Figure 1. Signal wires by layer (run 1).
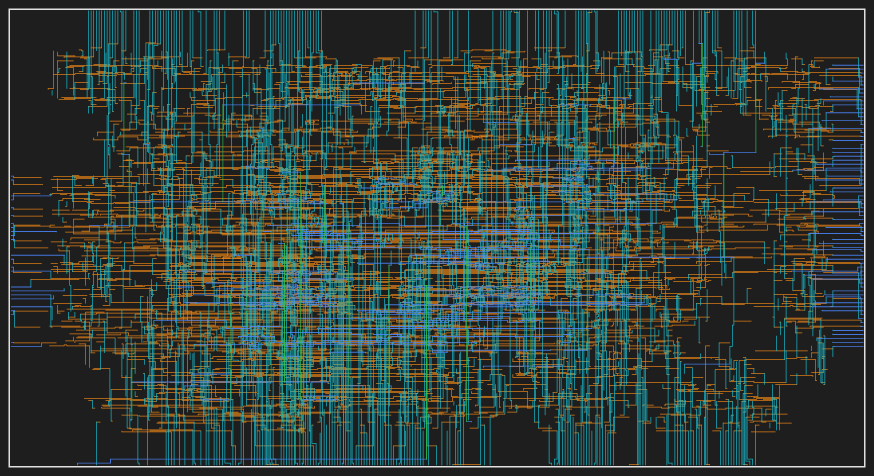
Figure 2. Placed standard cells (run 1).
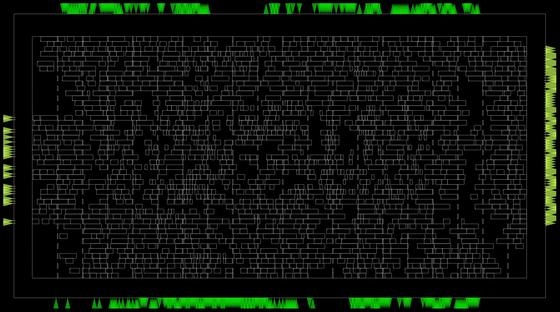
Figure 3. Cell classes on the final placement (run 1).
Fill, decap, tap and diode cells in grey.
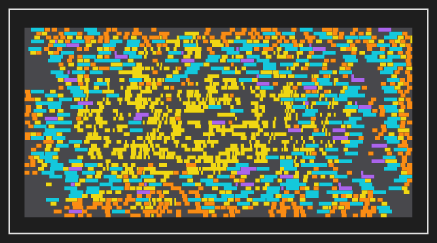
**src/rtl/mem_pkg.sv**
```systemverilog
// Shared types and helpers for the data-RAM initiator: access sizes, FSM states,
// byte-lane masks and the alignment rule.
package mem_pkg;

  typedef enum logic [1:0] {
    MEM_B = 2'd0,
    MEM_H = 2'd1,
    MEM_W = 2'd2,
    MEM_D = 2'd3
  } mem_size_e;

  typedef enum logic [1:0] {
    IDLE  = 2'd0,
    READ  = 2'd1,
    WRITE = 2'd2,
    RESP  = 2'd3
  } mem_state_e;

  // Widest word supported by the mask helper, in bytes.
  localparam int unsigned MAX_BYTES = 64;

  function automatic logic [MAX_BYTES-1:0] byte_mask(input mem_size_e size,
                                                     input int unsigned offset);
    logic [MAX_BYTES-1:0] base;
    base = MAX_BYTES'((64'd1 << (32'd1 << size)) - 64'd1);
    return base << offset;
  endfunction

  // An access is misaligned when the byte offset is not a multiple of its size.
  function automatic logic is_misaligned(input mem_size_e size, input int unsigned low);
    return (low & ((32'd1 << size) - 32'd1)) != 32'd0;
  endfunction

endpackage

```
**src/rtl/mem_access_ctrl_if.sv**
```systemverilog
// Request/response handshake plus data-RAM port of the load/store initiator.
// The slave modport is the controller's view; master is the core/RAM side.
interface mem_access_ctrl_if #(
  parameter int DATA_WIDTH = 64,
  parameter int ADR_WIDTH  = DATA_WIDTH
);

  logic                  req_valid;
  logic                  req_ready;
  logic                  req_we;
  logic [1:0]            req_size;
  logic                  req_unsigned;
  logic [ADR_WIDTH-1:0]  req_adr;
  logic [DATA_WIDTH-1:0] req_wdata;

  logic                  rsp_valid;
  logic                  rsp_ready;
  logic [DATA_WIDTH-1:0] rsp_rdata;
  logic                  rsp_err;

  logic                  mem_we;
  logic [ADR_WIDTH-1:0]  mem_adr;
  logic [DATA_WIDTH-1:0] mem_din;
  logic [DATA_WIDTH-1:0] mem_dout;

  modport slave (
    input  req_valid, req_we, req_size, req_unsigned, req_adr, req_wdata,
    input  rsp_ready, mem_dout,
    output req_ready, rsp_valid, rsp_rdata, rsp_err,
    output mem_we, mem_adr, mem_din
  );

  modport master (
    output req_valid, req_we, req_size, req_unsigned, req_adr, req_wdata,
    output rsp_ready, mem_dout,
    input  req_ready, rsp_valid, rsp_rdata, rsp_err,
    input  mem_we, mem_adr, mem_din
  );

endinterface

```
**src/rtl/mem_lane_unit.sv**
```systemverilog
// Combinational byte-lane datapath: extracts and extends load fields from a RAM
// word and merges right-aligned store data into the addressed bytes of a word.
module mem_lane_unit
  import mem_pkg::*;
#(
  parameter int DATA_WIDTH  = 64,
  parameter int OFFSET_BITS = 3
) (
  input  logic [DATA_WIDTH-1:0]  word,
  input  logic [DATA_WIDTH-1:0]  wdata,
  input  mem_size_e              size,
  input  logic                   is_unsigned,
  input  logic [OFFSET_BITS-1:0] offset,
  output logic [DATA_WIDTH-1:0]  load_data,
  output logic [DATA_WIDTH-1:0]  merged
);

  localparam int BYTES = DATA_WIDTH / 8;

  logic [DATA_WIDTH-1:0] shifted;
  logic [DATA_WIDTH-1:0] wdata_pos;
  logic [BYTES-1:0]      mask;
  logic                  sext;

  always_comb begin
    // NOTE: every output of a combinational block gets a default first so no
    // path through the case statement can leave it unassigned and infer a latch.
    load_data = '0;
    sext      = 1'b0;
    shifted   = word >> {offset, 3'b000};
    case (size)
      MEM_B: begin
        sext      = shifted[7] & ~is_unsigned;
        load_data = {{(DATA_WIDTH-8){sext}}, shifted[7:0]};
      end
      MEM_H: begin
        sext      = shifted[15] & ~is_unsigned;
        load_data = {{(DATA_WIDTH-16){sext}}, shifted[15:0]};
      end
      MEM_W: begin
        sext      = shifted[31] & ~is_unsigned;
        load_data = {{(DATA_WIDTH-32){sext}}, shifted[31:0]};
      end
      default: load_data = shifted;
    endcase
  end

  always_comb begin
    wdata_pos = wdata << {offset, 3'b000};
    mask      = BYTES'(byte_mask(size, 32'(offset)));
    merged    = word;
    for (int b = 0; b < BYTES; b++) begin
      if (mask[b]) merged[8*b +: 8] = wdata_pos[8*b +: 8];
    end
  end

endmodule

```
**src/rtl/mem_access_ctrl.sv**
```systemverilog
// Load/store initiator for a word-organised data RAM: one request in flight,
// sub-word stores done as read-modify-write, registered response handshake.
module mem_access_ctrl
  import mem_pkg::*;
#(
  parameter int DATA_WIDTH  = 64,
  parameter int ADR_WIDTH   = DATA_WIDTH,
  parameter int OFFSET_BITS = 3
) (
  input logic              clk,
  input logic              rst_n,
  mem_access_ctrl_if.slave bus
);

  mem_state_e state, state_next;

  logic                  we_q;
  logic                  uns_q;
  mem_size_e             size_q;
  logic [ADR_WIDTH-1:0]  adr_q;
  logic [DATA_WIDTH-1:0] wdata_q;
  logic [DATA_WIDTH-1:0] word_q;
  logic [DATA_WIDTH-1:0] rdata_q;
  logic                  err_q;

  logic                  accept;
  logic                  misaligned;
  mem_size_e             req_size;
  logic [DATA_WIDTH-1:0] lane_word;
  logic [DATA_WIDTH-1:0] load_data;
  logic [DATA_WIDTH-1:0] merged;

  assign req_size   = mem_size_e'(bus.req_size);
  assign accept     = bus.req_valid && (state == IDLE);
  assign misaligned = is_misaligned(req_size, 32'(bus.req_adr[OFFSET_BITS-1:0]));

  // NOTE: state is updated with non-blocking assignments so every register
  // samples the pre-edge values regardless of process evaluation order.
  always_ff @(posedge clk or negedge rst_n) begin
    if (!rst_n) state <= IDLE;
    else        state <= state_next;
  end

  always_comb begin
    state_next = state;
    case (state)
      IDLE: begin
        if (accept) begin
          if (misaligned)                          state_next = RESP;
          else if (bus.req_we && req_size == MEM_D) state_next = WRITE;
          else                                      state_next = READ;
        end
      end
      READ:    state_next = we_q ? WRITE : RESP;
      WRITE:   state_next = RESP;
      RESP:    if (bus.rsp_ready) state_next = IDLE;
      default: state_next = IDLE;
    endcase
  end

  // NOTE: the datapath registers are reset too: rsp_rdata, rsp_err, mem_adr and
  // mem_din are all visible at the ports and must read zero out of reset.
  always_ff @(posedge clk or negedge rst_n) begin
    if (!rst_n) begin
      we_q    <= 1'b0;
      uns_q   <= 1'b0;
      size_q  <= MEM_B;
      adr_q   <= '0;
      wdata_q <= '0;
      word_q  <= '0;
      rdata_q <= '0;
      err_q   <= 1'b0;
    end else begin
      if (accept) begin
        we_q    <= bus.req_we;
        uns_q   <= bus.req_unsigned;
        size_q  <= req_size;
        adr_q   <= bus.req_adr;
        wdata_q <= bus.req_wdata;
        rdata_q <= '0;
        err_q   <= misaligned;
      end
      if (state == READ) begin
        word_q <= bus.mem_dout;
        if (!we_q) rdata_q <= load_data;
      end
    end
  end

  // During READ the lane unit sees the live RAM word so loads register their
  // result in the same cycle; afterwards it works from the captured copy.
  assign lane_word = (state == READ) ? bus.mem_dout : word_q;

  mem_lane_unit #(
    .DATA_WIDTH  (DATA_WIDTH),
    .OFFSET_BITS (OFFSET_BITS)
  ) u_lane (
    .word        (lane_word),
    .wdata       (wdata_q),
    .size        (size_q),
    .is_unsigned (uns_q),
    .offset      (adr_q[OFFSET_BITS-1:0]),
    .load_data   (load_data),
    .merged      (merged)
  );

  assign bus.req_ready = (state == IDLE);
  assign bus.rsp_valid = (state == RESP);
  assign bus.rsp_rdata = rdata_q;
  assign bus.rsp_err   = err_q;
  assign bus.mem_we    = (state == WRITE);
  assign bus.mem_adr   = {adr_q[ADR_WIDTH-1:OFFSET_BITS], {OFFSET_BITS{1'b0}}};
  assign bus.mem_din   = merged;

endmodule

```
**src/flat_wrapper.sv**
```systemverilog
// flat-port wrapper written by rule: the top's interface ports become plain ports
module mem_access_ctrl_flat import mem_pkg::*;
#(
  parameter int DATA_WIDTH  = 64,
  parameter int ADR_WIDTH   = DATA_WIDTH,
  parameter int OFFSET_BITS = 3
)
  (clk, rst_n, bus_req_valid, bus_req_we, bus_req_size, bus_req_unsigned, bus_req_adr, bus_req_wdata, bus_rsp_ready, bus_mem_dout, bus_req_ready, bus_rsp_valid, bus_rsp_rdata, bus_rsp_err, bus_mem_we, bus_mem_adr, bus_mem_din);
  mem_access_ctrl_if #(.DATA_WIDTH(DATA_WIDTH), .ADR_WIDTH(ADR_WIDTH)) bus_i ();
  input logic clk;
  input logic rst_n;
  input wire logic [$bits(bus_i.req_valid)-1:0] bus_req_valid;
  input wire logic [$bits(bus_i.req_we)-1:0] bus_req_we;
  input wire logic [$bits(bus_i.req_size)-1:0] bus_req_size;
  input wire logic [$bits(bus_i.req_unsigned)-1:0] bus_req_unsigned;
  input wire logic [$bits(bus_i.req_adr)-1:0] bus_req_adr;
  input wire logic [$bits(bus_i.req_wdata)-1:0] bus_req_wdata;
  input wire logic [$bits(bus_i.rsp_ready)-1:0] bus_rsp_ready;
  input wire logic [$bits(bus_i.mem_dout)-1:0] bus_mem_dout;
  output wire logic [$bits(bus_i.req_ready)-1:0] bus_req_ready;
  output wire logic [$bits(bus_i.rsp_valid)-1:0] bus_rsp_valid;
  output wire logic [$bits(bus_i.rsp_rdata)-1:0] bus_rsp_rdata;
  output wire logic [$bits(bus_i.rsp_err)-1:0] bus_rsp_err;
  output wire logic [$bits(bus_i.mem_we)-1:0] bus_mem_we;
  output wire logic [$bits(bus_i.mem_adr)-1:0] bus_mem_adr;
  output wire logic [$bits(bus_i.mem_din)-1:0] bus_mem_din;
  assign bus_i.req_valid = bus_req_valid;
  assign bus_i.req_we = bus_req_we;
  assign bus_i.req_size = bus_req_size;
  assign bus_i.req_unsigned = bus_req_unsigned;
  assign bus_i.req_adr = bus_req_adr;
  assign bus_i.req_wdata = bus_req_wdata;
  assign bus_i.rsp_ready = bus_rsp_ready;
  assign bus_i.mem_dout = bus_mem_dout;
  assign bus_req_ready = bus_i.req_ready;
  assign bus_rsp_valid = bus_i.rsp_valid;
  assign bus_rsp_rdata = bus_i.rsp_rdata;
  assign bus_rsp_err = bus_i.rsp_err;
  assign bus_mem_we = bus_i.mem_we;
  assign bus_mem_adr = bus_i.mem_adr;
  assign bus_mem_din = bus_i.mem_din;
  mem_access_ctrl #(.DATA_WIDTH(DATA_WIDTH), .ADR_WIDTH(ADR_WIDTH), .OFFSET_BITS(OFFSET_BITS)) u_core (.clk(clk), .rst_n(rst_n), .bus(bus_i));
endmodule
```
**config.mk**
```make
export PLATFORM = sky130hd
export DESIGN_NAME = mem_access_ctrl_flat
export DESIGN_NICKNAME = d
export VERILOG_FILES = /design/src/rtl/mem_pkg.sv /design/src/rtl/mem_access_ctrl_if.sv /design/src/rtl/mem_lane_unit.sv /design/src/rtl/mem_access_ctrl.sv /design/src/flat_wrapper.sv
export SDC_FILE = /design/constraint.sdc
export NUM_CORES = 1
export LEC_CHECK = 0
export CAP_MARGIN = 10
export CORE_ASPECT_RATIO = 0.5
export CORE_MARGIN = 10
export CORE_UTILIZATION = 40
export CTS_BUF_LIST = sky130_fd_sc_hd__clkbuf_16
export CTS_CLUSTER_DIAMETER = 60
export DETAILED_ROUTE_END_ITERATION = 8
export PLACE_DENSITY_LB_ADDON = 0.1
export SLEW_MARGIN = 0
export SYNTH_ARGS = -nofsm -noshare
export SYNTH_HDL_FRONTEND = slang
export SYNTH_HIERARCHICAL = 1
export SYNTH_SLANG_ARGS = --single-unit
```
**constraint.sdc**
```tcl
create_clock -name clk -period 9.1 [get_ports clk]
set_clock_uncertainty 0.2 [all_clocks]
set_input_delay 1.82 -clock clk [delete_from_list [all_inputs] [get_ports clk]]
set_output_delay 1.82 -clock clk [all_outputs]
set_load 0.01 [all_outputs]
```
==> out/qor.yml, run 1 <==
power_and_ir_drop:
  p_per_area_nw_per_um2: 478
  pg_comb_w: 0.00598
  p_leak_nw: 8.31
  power.group.top: "combinational logic"
  pwr-share-clk_pct: 11.6
  switchingPower_w: 0.00418
  swShare_pct: 44.9
  seq-power_w: 0.00223
worst_setup_path:
  cp_slowest_cell: "a221oi_2"
  crit_path_max_fanout: 23
  cp_data_arrival_time_ns: 4.37
  crit_cells: 6
  crit_end: "bus_mem_din[23]"
  crit_family: "AND-OR/OR-AND gates"
  cp-start-kind: "flop"
  path_class: "flop to output port"
  worstPathCellList: "nor2_1 -> inv_1 -> ha_1 -> a221oi_2 -> mux2_2 -> clkdlybuf4s50_1"
  cp.buffers_inverters: 2
  slowest_delay_ns: 1.00
global_routing:
  grt_start_max_net_pins: 176
  use_met1_pct: 30.8
  grt_pass1_wl_um: 82900
  gr-usage-met3_pct: 5.42
  antenna_found_initial: 1
logic_synthesis:
  edf_count: 0
  simple_gate_share_pct: 7.57
  synth_flops: 263
  ys_sh_xor_pct: 0
  ys_cells: 1336
  ys_sh_mux_pct: 29.7
  synthTopCellsByCount: "dfrtp_1, mux2_2, nand2_1"
  yosysTopAreaCellShare_pct: 44.0
  area_leaders: "dfrtp_1, mux2_2, mux2i_1"
  top_cell: "dfrtp_1"
  aoi_share_pct: 11.3
  synth.avg_cell_area_sq_um: 11.2
final_timing:
  final-setup-viol-count: 0
  timing.final.ws_setup_ns: 2.71
  fmax_mhz: 156
  fin_crit_ns: 6.39
finish:
  comb_cells: 905
  stdcell_count: 2110
  nets: 1814
  final_common_cell: "clkdlybuf4s50_1"
  clock_area_share_pct: 4.27
  nClkBuffers: 26
  area_growth_pct: 30.3
  fill_cells: 3194
  diodes: 0
placed_design:
  port_buffers: 392
  dp_hpwl_um: 42800
  place_area_sq_um: 18600
  preCtsSetupSlack_ns: 3.37
clocking:
  cts_resized: 0
  clock_path_buffers: 3
  post_cts_buffers: 0
  clkSlewWorstSetupHoldPaths_ns: 0.07
  h-tree-depth: 1
status:
  outcome: "finished clean"
drt:
  met2_length_um: 27000
  antenna_left: 0
  highest_layer: "met4"
floorplanning:
  fp_util_pct: 41.1
  die_x_um: 293
  die_area_sq_um: 46000
min_path:
  hold_path.class: "flop to flop"
Back to the opening pictures, Figure 1:
| colour | layer | wire length |
|---|---|---|
| orange | met1 | 24.1 mm |
| cyan | met2 | 27.0 mm |
| green | met4 | 1260 um |
| blue | met3 | 4230 um |

Back to the opening pictures, Figure 2:
Flops: 263
tap cells: 484
Final Util: 53.5%

Back to the opening pictures, Figure 3:
| colour | class | cells |
|---|---|---|
| cyan | flip-flops | 263 |
| purple | clock drivers and dummy loads | 47 |
| yellow | all other logic | 913 |
| orange | other buffers and delay cells | 403 |
sequential share of cell area: 33.9%
area of the core: 36400 sq um
cell row count: 49

Figure 4. Nets reached from selected ports (run 1).
Scale bar: 100 um.
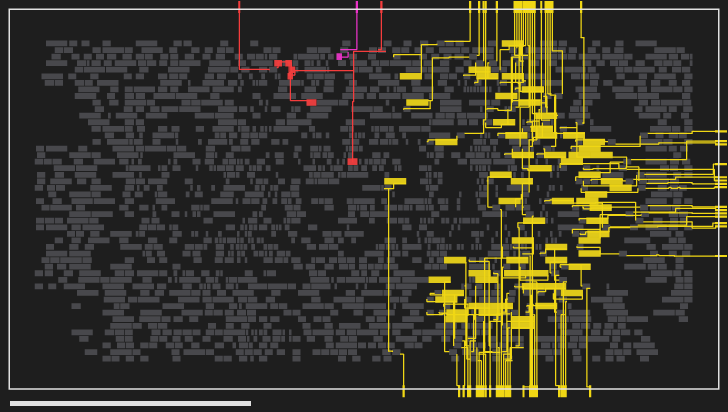

==> run 2, diff against run 1 <==
clock period = 6.6 ns   (was 9.1 ns; I/O delays follow)
Figure 5. Nets reached from selected ports (run 2).
Scale bar: 100 um.
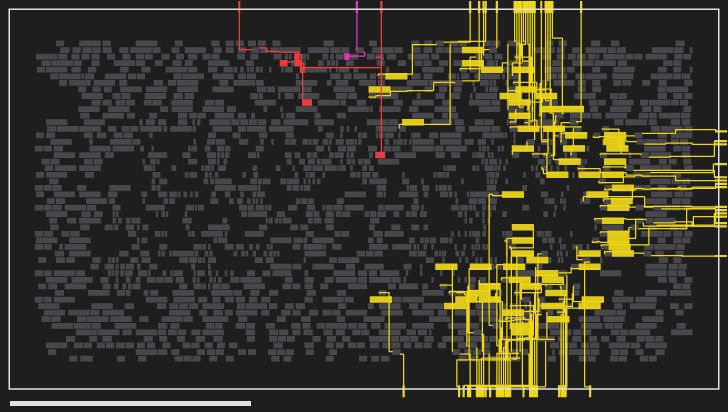
| colour | port | bits | direction | end cells | buffers | wire |
|---|---|---|---|---|---|---|
| red | `bus_req_size` | 2 | input | 6 | 2 | 175 um |
| magenta | `bus_rsp_ready` | 1 | input | 1 | 1 | 26.5 um |
| yellow | `bus_rsp_rdata` | 64 | output | 64 | 64 | 3850 um |
I/O Pins: 396
I/O Buffers: 392

==> run 2 against run 1 <==
Utilization grew 0.076 points. Non-clock buffer count grew 9. Register-to-register slack lost 2.3 ns. Worst setup slack lost 1.9 ns. Clock-buffer cell count shrank 1. Die area is the same. Via count grew 0.38%. Sequential share of layout area is essentially flat. Flip-flop count is the same. Final cell count grew 0.47%. First-iteration DRC count shrank 18%. Largest cell class unchanged.
==> out/qor.yml, run 2 <==
global_routing:
  grt_pass1_wl_um: 83800
  grt_use_met2_pct: 39.5
  grt_start_max_net_pins: 135
  use_met1_pct: 30.6
  busiest_layer: "met2"
  antenna_found_initial: 5
  gr-usage-met3_pct: 6.89
finish:
  stdcell_count: 2120
  seq_cells: 263
  fill_cells: 3267
  seq_share_pct: 33.8
  diodes: 3
  final_common_cell: "clkdlybuf4s50_1"
  final_util_pct: 53.6
  area_growth_pct: 30.4
  nets: 1822
  comb_cells: 905
  nClkBuffers: 25
  regArea_sq_um: 6590
  clock_area_share_pct: 4.05
floorplanning:
  fp_util_pct: 41.1
  die_area_sq_um: 46000
  nWellTaps: 484
  die_x_um: 293
  num_rows: 49
  core_area_sq_um: 36400
worst_setup_path:
  cp_slowest_cell: "dfrtp_4"
  cp_data_arrival_time_ns: 4.24
  crit_end: "bus_mem_din[35]"
  crit_family: "buffers and inverters"
  crit_path_max_fanout: 77
  crit_cells: 6
  worstPathCellList: "buf_4 -> nor2b_1 -> a21oi_1 -> o22ai_1 -> mux2_2 -> clkdlybuf4s50_1"
  cp.buffers_inverters: 2
  slowest_delay_ns: 0.99
  path_class: "flop to output port"
  cp-start-kind: "flop"
logic_synthesis:
  ys_cells: 1336
  aoi_share_pct: 11.3
  synthTopCellsByCount: "dfrtp_1, mux2_2, nand2_1"
  synth_flops: 263
  synth.avg_cell_area_sq_um: 11.2
  yosysTopAreaCellShare_pct: 44.0
  fa_ha_area_share_pct: 0.586
  simple_gate_share_pct: 7.57
  edf_count: 0
  top_cell: "dfrtp_1"
  ys_sh_mux_pct: 29.7
  area_leaders: "dfrtp_1, mux2_2, mux2i_1"
  ys_sh_xor_pct: 0
power_and_ir_drop:
  power.group.top: "combinational logic"
  p_seq_share_pct: 24.1
  swShare_pct: 45.3
  p_per_area_nw_per_um2: 660
  pg_comb_w: 0.00832
  switchingPower_w: 0.00583
  pg_clk_w: 0.00144
  p_leak_nw: 8.32
  seq-power_w: 0.00310
  combinationalPowerShare_pct: 64.7
  pwr-share-clk_pct: 11.2
final_timing:
  timing.final.ws_setup_ns: 0.837
  fmax_mhz: 174
  report.final.slew_viol_count: 0
  fin_crit_ns: 5.76
  final-setup-viol-count: 0
  tightest_slew_ns: 1.17
clocking:
  clock_path_buffers: 3
  clk_latency_ns: 0.56
  post_cts_buffers: 0
  clkSlewWorstSetupHoldPaths_ns: 0.07
  h-tree-depth: 1
  cts_resized: 0
drt:
  antenna_left: 0
  highest_layer: "met5"
  routed-wl-met3_um: 4430
  met2_length_um: 27300
placed_design:
  preCtsSetupSlack_ns: 1.52
  place_area_sq_um: 18700
  dp_hpwl_um: 44300
status:
  outcome: "finished clean"
min_path:
  hold_path.class: "flop to flop"
Power is estimated from default activity; no workload was simulated.
